==> src/rtl/shift_add_mult_ctrl.sv <==
// shift_add_mult_ctrl: sequential unsigned shift-and-add multiplier.
// One 2*WIDTH-bit ripple adder is time-shared across the iterations, and
// one multiplier bit is consumed per clock.
//
// Ports:
//   clk, rst_n          clock (rising edge) and asynchronous active-low reset
//   in_valid / in_ready operand handshake; in_ready is high only in IDLE
//   a, b                WIDTH-bit unsigned multiplicand / multiplier
//   out_valid/out_ready product handshake; out_valid is high only in DONE
//   p                   2*WIDTH-bit product, holds the last result outside DONE
//   busy                high while iterating (CALC)
//
// Optional build macro: SHIFT_ADD_MULT_EARLY_TERM_EN
//   Ends CALC as soon as no set multiplier bits remain.

module shift_add_mult_ctrl #(
  parameter int unsigned WIDTH = 16
) (
  input  logic               clk,
  input  logic               rst_n,
  input  logic               in_valid,
  output logic               in_ready,
  input  logic [WIDTH-1:0]   a,
  input  logic [WIDTH-1:0]   b,
  output logic               out_valid,
  input  logic               out_ready,
  output logic [2*WIDTH-1:0] p,
  output logic               busy
);

  localparam int unsigned PW    = 2 * WIDTH;
  localparam int unsigned CNT_W = (WIDTH > 1) ? $clog2(WIDTH) : 1;
  localparam logic [CNT_W-1:0] LAST_CNT = CNT_W'(WIDTH - 1);

  typedef enum logic [1:0] {
    S_IDLE = 2'd0,
    S_CALC = 2'd1,
    S_DONE = 2'd2
  } state_e;

  state_e           state_q, state_d;
  logic [PW-1:0]    acc_q, acc_d;
  logic [PW-1:0]    mcand_q, mcand_d;
  logic [WIDTH-1:0] mplier_q, mplier_d;
  logic [CNT_W-1:0] count_q, count_d;
  logic [PW-1:0]    p_q, p_d;
  logic             in_ready_q, in_ready_d;
  logic             busy_q, busy_d;
  logic             out_valid_q, out_valid_d;

  // Shared ripple-carry adder: acc + mcand, carry-in tied low.
  // The final carry-out is never formed since the product fits in PW bits.
  logic [PW-1:0] add_sum_c;
  logic [PW-1:0] add_carry_c;

  assign add_carry_c[0] = 1'b0;

  for (genvar i = 0; i < PW; i++) begin : g_rca
    assign add_sum_c[i] = acc_q[i] ^ mcand_q[i] ^ add_carry_c[i];
    if (i < PW - 1) begin : g_carry
      assign add_carry_c[i+1] = (acc_q[i] & mcand_q[i]) |
                                (acc_q[i] & add_carry_c[i]) |
                                (mcand_q[i] & add_carry_c[i]);
    end
  end

  // Last iteration detect.
  logic calc_last_c;
`ifdef SHIFT_ADD_MULT_EARLY_TERM_EN
  // Stop once the shifted multiplier has no set bits left.
  assign calc_last_c = (count_q == LAST_CNT) || ((mplier_q >> 1) == '0);
`else
  assign calc_last_c = (count_q == LAST_CNT);
`endif

  // State register and datapath flops.
  always_ff @(posedge clk or negedge rst_n) begin
    if (!rst_n) begin
      state_q     <= S_IDLE;
      acc_q       <= '0;
      mcand_q     <= '0;
      mplier_q    <= '0;
      count_q     <= '0;
      p_q         <= '0;
      in_ready_q  <= 1'b1;
      busy_q      <= 1'b0;
      out_valid_q <= 1'b0;
    end else begin
      state_q     <= state_d;
      acc_q       <= acc_d;
      mcand_q     <= mcand_d;
      mplier_q    <= mplier_d;
      count_q     <= count_d;
      p_q         <= p_d;
      in_ready_q  <= in_ready_d;
      busy_q      <= busy_d;
      out_valid_q <= out_valid_d;
    end
  end

  // Next-state, datapath and registered-output decode.
  always_comb begin
    state_d     = state_q;
    acc_d       = acc_q;
    mcand_d     = mcand_q;
    mplier_d    = mplier_q;
    count_d     = count_q;
    p_d         = p_q;

    unique case (state_q)
      S_IDLE: begin
        if (in_valid) begin
          mcand_d  = {{WIDTH{1'b0}}, a};
          mplier_d = b;
          acc_d    = '0;
          count_d  = '0;
          state_d  = S_CALC;
        end
      end
      S_CALC: begin
        if (mplier_q[0]) begin
          acc_d = add_sum_c;
        end
        mcand_d  = mcand_q << 1;
        mplier_d = mplier_q >> 1;
        count_d  = count_q + CNT_W'(1);
        if (calc_last_c) begin
          state_d = S_DONE;
          // Product becomes visible together with out_valid.
          p_d     = acc_d;
        end
      end
      S_DONE: begin
        if (out_ready) begin
          state_d = S_IDLE;
        end
      end
      default: begin
        state_d = S_IDLE;
      end
    endcase

    in_ready_d  = (state_d == S_IDLE);
    busy_d      = (state_d == S_CALC);
    out_valid_d = (state_d == S_DONE);
  end

  assign in_ready  = in_ready_q;
  assign busy      = busy_q;
  assign out_valid = out_valid_q;
  assign p         = p_q;

endmodule
==> config.mk <==
export PLATFORM = sky130hd
export DESIGN_NAME = shift_add_mult_ctrl
export DESIGN_NICKNAME = d
export VERILOG_FILES = /design/src/rtl/shift_add_mult_ctrl.sv
export SDC_FILE = /design/constraint.sdc
export NUM_CORES = 1
export LEC_CHECK = 0
export CAP_MARGIN = 20
export CORE_ASPECT_RATIO = 0.5
export CORE_UTILIZATION = 51
export DETAILED_ROUTE_END_ITERATION = 10
export HOLD_SLACK_MARGIN = 0.03
export PLACE_DENSITY = 0.86
export SYNTH_ARGS = -nofsm -noshare
export SYNTH_HDL_FRONTEND = slang
export SYNTH_SLANG_ARGS = --single-unit
==> constraint.sdc <==
create_clock -name clk -period 11.9 [get_ports clk]
set_clock_uncertainty 0.2 [all_clocks]
set_input_delay 2.38 -clock clk [delete_from_list [all_inputs] [get_ports clk]]
set_output_delay 2.38 -clock clk [all_outputs]
set_load 0.02 [all_outputs]
==> flow_summary.json, run 1 <==
{
  "status": "complete, but fails checks",
  "violations": "setup timing",
  "grt_max_degree": 76,
  "tightestPinTransition_ps": 926.4,
  "edf_count": 0,
  "clkLatencyLatePin_ps": 410,
  "syn_area_um2": 6018,
  "ys_top_cells_by_count": "dfrtp_1 (120), inv_1 (60), o21ai_0 (47), nand2_1 (39)",
  "core_um2": 11250,
  "gp_congestion": 0.7784,
  "switchingPower_w": 0.0008326,
  "fin_ws_ps": -169.0,
  "placed_cells": 719,
  "synth_async_sr_flop_share_pct": 100.0,
  "logic_area_um2": 2643,
  "leakage_nw": 3.184,
  "antenna_left": 0,
  "synth_cell_types": 39,
  "final_cell_mix": "dfrtp_1 (120), clkdlybuf4s50_1 (69), inv_1 (58)",
  "path_buffers": 2,
  "muxShareOfSynthArea_pct": 11.31,
  "grt_pass1_wl_mm": 22.23,
  "area_growth_pct": 24.03,
  "antenna_found_initial": 0,
  "hpwl_mm": 8.290,
  "cp_data_arrival_time_ps": 12200,
  "setup_viol": 4,
  "drive_gt1_share_pct": 18.15
}
==> run 1: layout make-up <==
| cell class | count | area share, % |
|---|---|---|
| Inverter | 61 | 3.067 |
| Timing Repair Buffer | 84 | 11.23 |
| Multi-Input combinational cell | 300 | 35.40 |
| Antenna cell | 1 | 0.03352 |
| Clock buffer | 26 | 6.822 |
| Tap cell | 159 | 2.665 |
| Sequential cell | 121 | 40.58 |
| Clock inverter | 3 | 0.2011 |
==> run 1: worst min path at each step <==
stage,cells past startpoint,slack (ps),end,start
floorplan,1,250,count_q[3]$_DFFE_PN0P_,count_q[3]$_DFFE_PN0P_
global placement,2,260,mplier_q[3]$_DFFE_PN0P_,mplier_q[3]$_DFFE_PN0P_
detailed placement,2,270,mplier_q[8]$_DFFE_PN0P_,mplier_q[8]$_DFFE_PN0P_
CTS,2,280,mplier_q[8]$_DFFE_PN0P_,mplier_q[8]$_DFFE_PN0P_
global route,2,300,mplier_q[8]$_DFFE_PN0P_,mplier_q[8]$_DFFE_PN0P_
finish,2,280,mplier_q[8]$_DFFE_PN0P_,mplier_q[8]$_DFFE_PN0P_
==> run 1: worst register-to-register path, delay by kind of cell, from the launching register on <==
family,cells,cell delay [ps]
AOI/OAI and AO/OA,1,190
buffers and inverters,2,100
xor gates and xnor gates,1,80
adders and majority gates,31,10720
DFF,1,370
and+or+nand+nor,1,340
==> run 1: sequential cells by signal, summed over array words and instances (netlist names) <==
register,count
mcand_q,32
mplier_q,16
p,32
in_ready,1
busy,1
state_q,2
out_valid,1
count_q,4
acc_q,32
==> run 1: layer usage <==
metal  routed length [µm]  vias to the layer above  global-route usage (%)
met4                  350                        0                   10.98
met1                 5651                     2161                   29.75
met2                 6762                      130                   39.15
met3                  765                       32                   6.769
met5                    0                        -                       0
li1                     -                     1902                       -
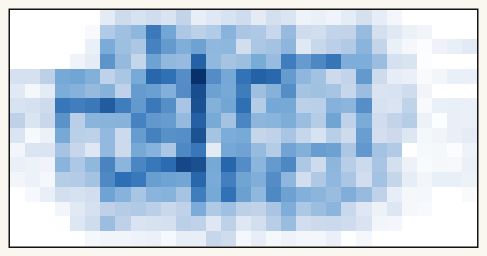
*Wiring heat map, run 1*
(3 px per µm) 31 x 16 tiles, from white (low) to dark blue (high), scaled to the fullest tile. Values are wire area over tile area, all layers added.
fullest tile: 0.61
emptiest ninth of the die: south-east
tiles over half the peak: 20%
mean over tiles: 0.18
drt total wl: 13.53 mm
via count: 4225
Global Route Usage Sum: 23.88%

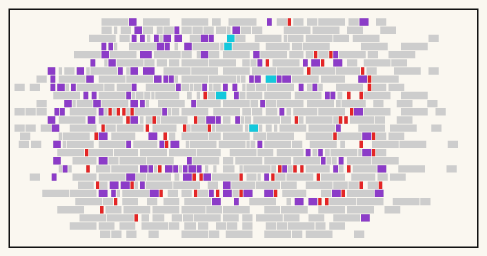
*Gate families picked out, run 1*
(3 px per µm)
legend:
  purple:
    family: aoi and oai cells
    cells: 130
    most_used: o21ai_0
  red:
    family: inv cells
    cells: 61
    most_used: inv_1
  cyan:
    family: non-inverting ao/oa cells
    cells: 5
Final Non-Filler Cells: 755
combinational share of cell area: 35.40%

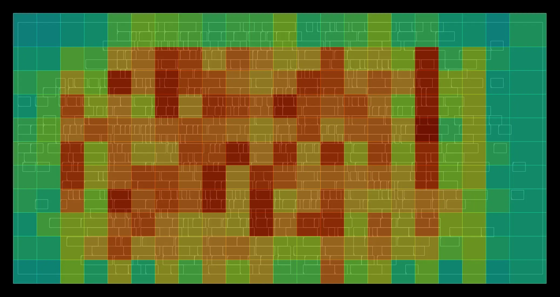
*Congestion heat map, run 1*
met2 Use GR: 39.15%
GRT met1 Usage: 29.75%
Final Core Density: 66.36%
global routing's busiest layer: met2
wire per inst: 17.92 µm

### Wires at chosen ports, followed through buffers, run 1

(4 px per µm)
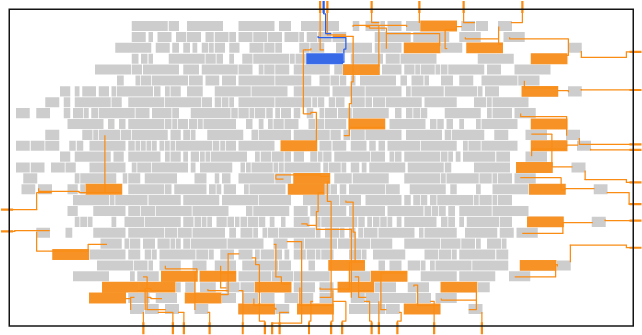

--- run 2 (diff from run 1) ---
- REMOVE_ABC_BUFFERS: unset -> 1
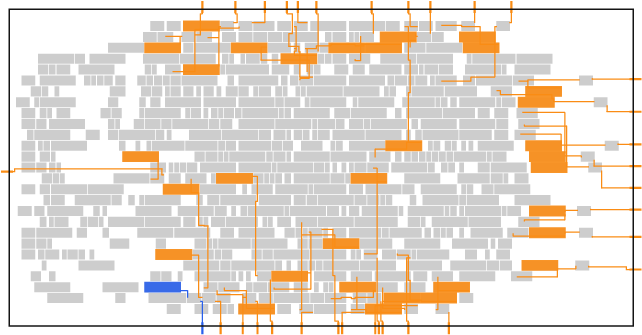
*Wires at chosen ports, followed through buffers, run 2*
(4 px per µm)
legend:
  blue:
    port: out_valid
    bits: 1
    direction: output
    end_cells: 1
    buffers: 1
    wire: 9.60 µm
  orange:
    port: p
    bits: 32
    direction: output
    end_cells: 32
    buffers: 32
    wire: 1020 µm

==> flow_summary.json, run 2 <==
{
  "drive_gt1_share_pct": 19.80,
  "leakage_nw": 3.234,
  "top_layer": "met4",
  "use_met2_pct": 39.64,
  "fin_ws_ps": -255.7,
  "setup_viol": 4,
  "use_met1_pct": 29.46,
  "status": "complete, but fails checks",
  "gp_congestion": 0.7686,
  "antenna_left": 0,
  "area_growth_pct": 26.15,
  "busiest_layer": "met2",
  "switchingPower_w": 0.0008521,
  "antenna_found_initial": 0,
  "met2_length_mm": 6.677,
  "grt_max_degree": 70,
  "ys_top_cells_by_count": "dfrtp_1 (120), inv_1 (60), o21ai_0 (47), nand2_1 (39)",
  "globalRouteMet3Util_pct": 5.841,
  "dr_wl_met3_um": 786,
  "synth_cell_types": 39,
  "tightestPinTransition_ps": 872.0,
  "m1WireLength_mm": 5.782,
  "cp_data_arrival_time_ps": 12290,
  "grt_pass1_wl_mm": 21.89,
  "syn_area_um2": 6018,
  "path_buffers": 2,
  "violations": "setup timing",
  "synth_async_sr_flop_share_pct": 100.0,
  "core_um2": 11250,
  "worstHoldStart": "acc_q[18]$_DFFE_PN0P_",
  "diodes": 0,
  "min_path_cells": 1,
  "edf_count": 0
}
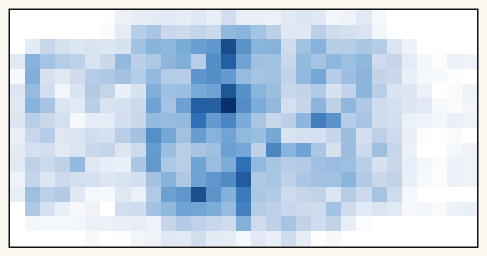
*Wiring heat map, run 2*
(3 px per µm) 31 x 16 tiles, from white (low) to dark blue (high), scaled to the fullest tile. Values are wire area over tile area, all layers added.
densest ninth of the die: centre
emptiest ninth of the die: south-east
fullest tile: 0.73
nearly empty tiles: 14%
via count: 4237
Global Route Usage Sum: 23.55%

[run 2: cell count changes in the layout (fill, tap and decap cells not counted), sizes merged]
cell / before / now
diode: 1 / 0
clkbuf: 26 / 20
bufinv: 0 / 4
buf: 15 / 18
clkinv: 3 / 4
clkinvlp: 0 / 4
[run 2: stage by stage]
step / setup slack, ps / hold slack [ps] / cells / cell area [µm²] / power, W
floorplan: -661.3 / 245.8 / 482 / 5819 / 0.001323
global placement: -1037 / 262.5 / 725 / 6825 / 0.001611
detailed placement: -1256 / 273.3 / 725 / 6825 / 0.001673
CTS: -198.5 / 289.5 / 758 / 7543 / 0.002256
global route: -516.2 / 300.6 / 760 / 7592 / 0.002421
finish: -255.7 / 285.4 / 760 / 7592 / 0.002278
[run 2: what timing repair did]
item	4_1_cts	5_1_grt
endpoints found under the setup margin	10	5
resized	35	1
pin swaps	8	1
setup buffers	1	0
[run 2: cell families after synthesis]
kind of cell / Yosys count
fa+ha+maj: 32
flops: 121
buf+inv: 96
xor+xnor: 1
compound gates: 135
simple gates: 77
mux: 55
[run 2: power by group through the flow]
stage,Sequential [W],Combinational (W),Clock (W)
CTS,0.000716,0.000994,0.000546
global placement,0.000707,0.000903,0
global route,0.000739,0.00112,0.000566
detailed placement,0.000714,0.000960,0
finish,0.000719,0.00102,0.000540
floorplan,0.000774,0.000549,0
[run 2: final cells by class]
type / count / area, µm²
clock buffer: 20 / 446.7
tap: 159 / 198.9
clock inverter: 12 / 173.9
multi-input combinational: 300 / 2661
timing repair buffer: 87 / 853.3
sequential: 121 / 3029
fill: 757 / 3657
inverter: 61 / 229.0
### Congestion heat map, run 2

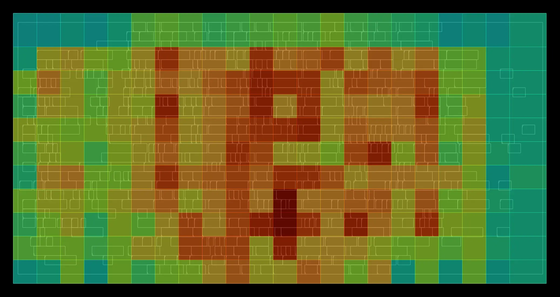

--- run 3 (diff from run 2) ---
- CORE_ASPECT_RATIO: 0.5 -> unset
- SKIP_LAST_GASP: unset -> 1
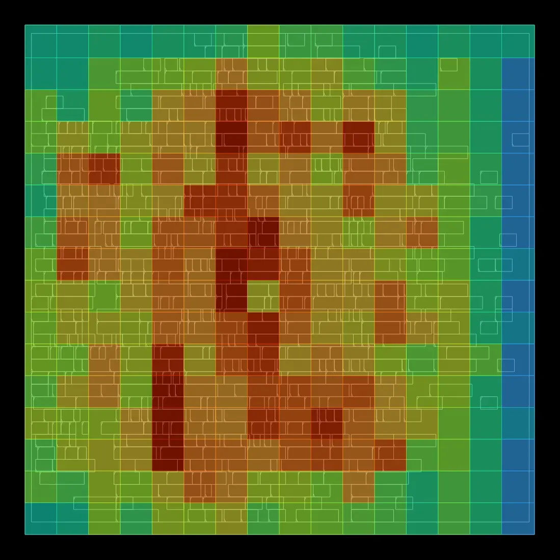
*Congestion heat map, run 3*
GRT met1 Usage: 27.47%
Global Route Usage Sum: 23.14%
wire per inst: 18.18 µm
M3 GR Usage: 6.586%

==> flow_summary.json, run 3 <==
{
  "synth_async_sr_flop_share_pct": 100.0,
  "leakage_nw": 3.266,
  "min_path_cells": 2,
  "area_growth_pct": 26.36,
  "drive_gt1_share_pct": 19.33,
  "ctsResizeCount": 30,
  "violations": "setup timing",
  "gp_congestion": 0.7725,
  "setup_viol": 4,
  "fill_cells": 768,
  "antenna_found_initial": 0,
  "synth_cell_types": 39,
  "worstHoldStart": "mplier_q[1]$_DFFE_PN0P_",
  "finalNonFillerCells": 743,
  "grt_max_degree": 75,
  "edf_count": 0,
  "fin_ws_ps": -113.0,
  "syn_area_um2": 6018,
  "status": "complete, but fails checks",
  "path_buffers": 2
}
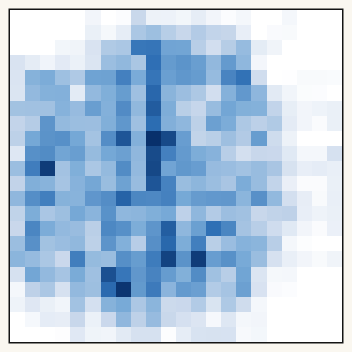
*Wiring heat map, run 3*
(3 px per µm) 22 x 22 tiles, from white (low) to dark blue (high), scaled to the fullest tile. Values are wire area over tile area, all layers added.
nearly empty tiles: 15%
tiles over half the peak: 24%
fullest tile: 0.56
densest ninth of the die: centre
mean over tiles: 0.18
via count: 4203
drt total wl: 13.51 mm

run 3: kinds of logic (layout without fill, tap and decap cells):
kind of cell               after synthesis  count (layout)  synth area share, %
buffers and inverters                   96             179                7.110
xor gates and xnor gates                 1               1               0.1456
muxes                                   55              55                11.31
adders and majority gates               32              32                10.40
AOI/OAI and AO/OA                      135             135                14.82
DFF                                    121             121                50.33
and+or+nand+nor                         77              77                5.884
run 3: routing by layer:
layer | GRT usage [%] | vias up | part of all wire (%) | wire [µm]
met5 | 0 | - | 0 | 0
met4 | 8.267 | 0 | 2.2 | 303
met3 | 6.586 | 26 | 5.4 | 733
met2 | 40.08 | 146 | 52 | 7057
met1 | 27.47 | 2120 | 40 | 5415
li1 | - | 1911 | - | -
run 3: through the flow:
| stage | instance area, µm² | setup TNS [ps] | total power, W |
|---|---|---|---|
| floorplan | 5819 | -3144 | 0.001323 |
| global placement | 6798 | -6227 | 0.001603 |
| detailed placement | 6798 | -7879 | 0.001666 |
| CTS | 7547 | -903.9 | 0.002306 |
| global route | 7605 | -1263 | 0.002465 |
| finish | 7605 | -267.2 | 0.002325 |
run 3: final cells by class:
class	instances	area, µm²	area share [%]
Multi-Input combinational cell	300	2645	34.78
Clock buffer	20	456.7	6.005
Clock inverter	12	220.2	2.896
Timing Repair Buffer	86	845.8	11.12
Sequential cell	121	3029	39.83
Tap cell	143	178.9	2.353
Inverter	61	229.0	3.011
run 3: power groups by stage:
stage / Combinational [W] / Sequential [W] / Clock (W)
global route: 0.00111 / 0.000736 / 0.000618
detailed placement: 0.000954 / 0.000713 / 0
floorplan: 0.000549 / 0.000774 / 0
finish: 0.00102 / 0.000714 / 0.000594
CTS: 0.000998 / 0.000713 / 0.000595
global placement: 0.000900 / 0.000703 / 0
No activity file was given, so power comes from the tool's default toggle rates.
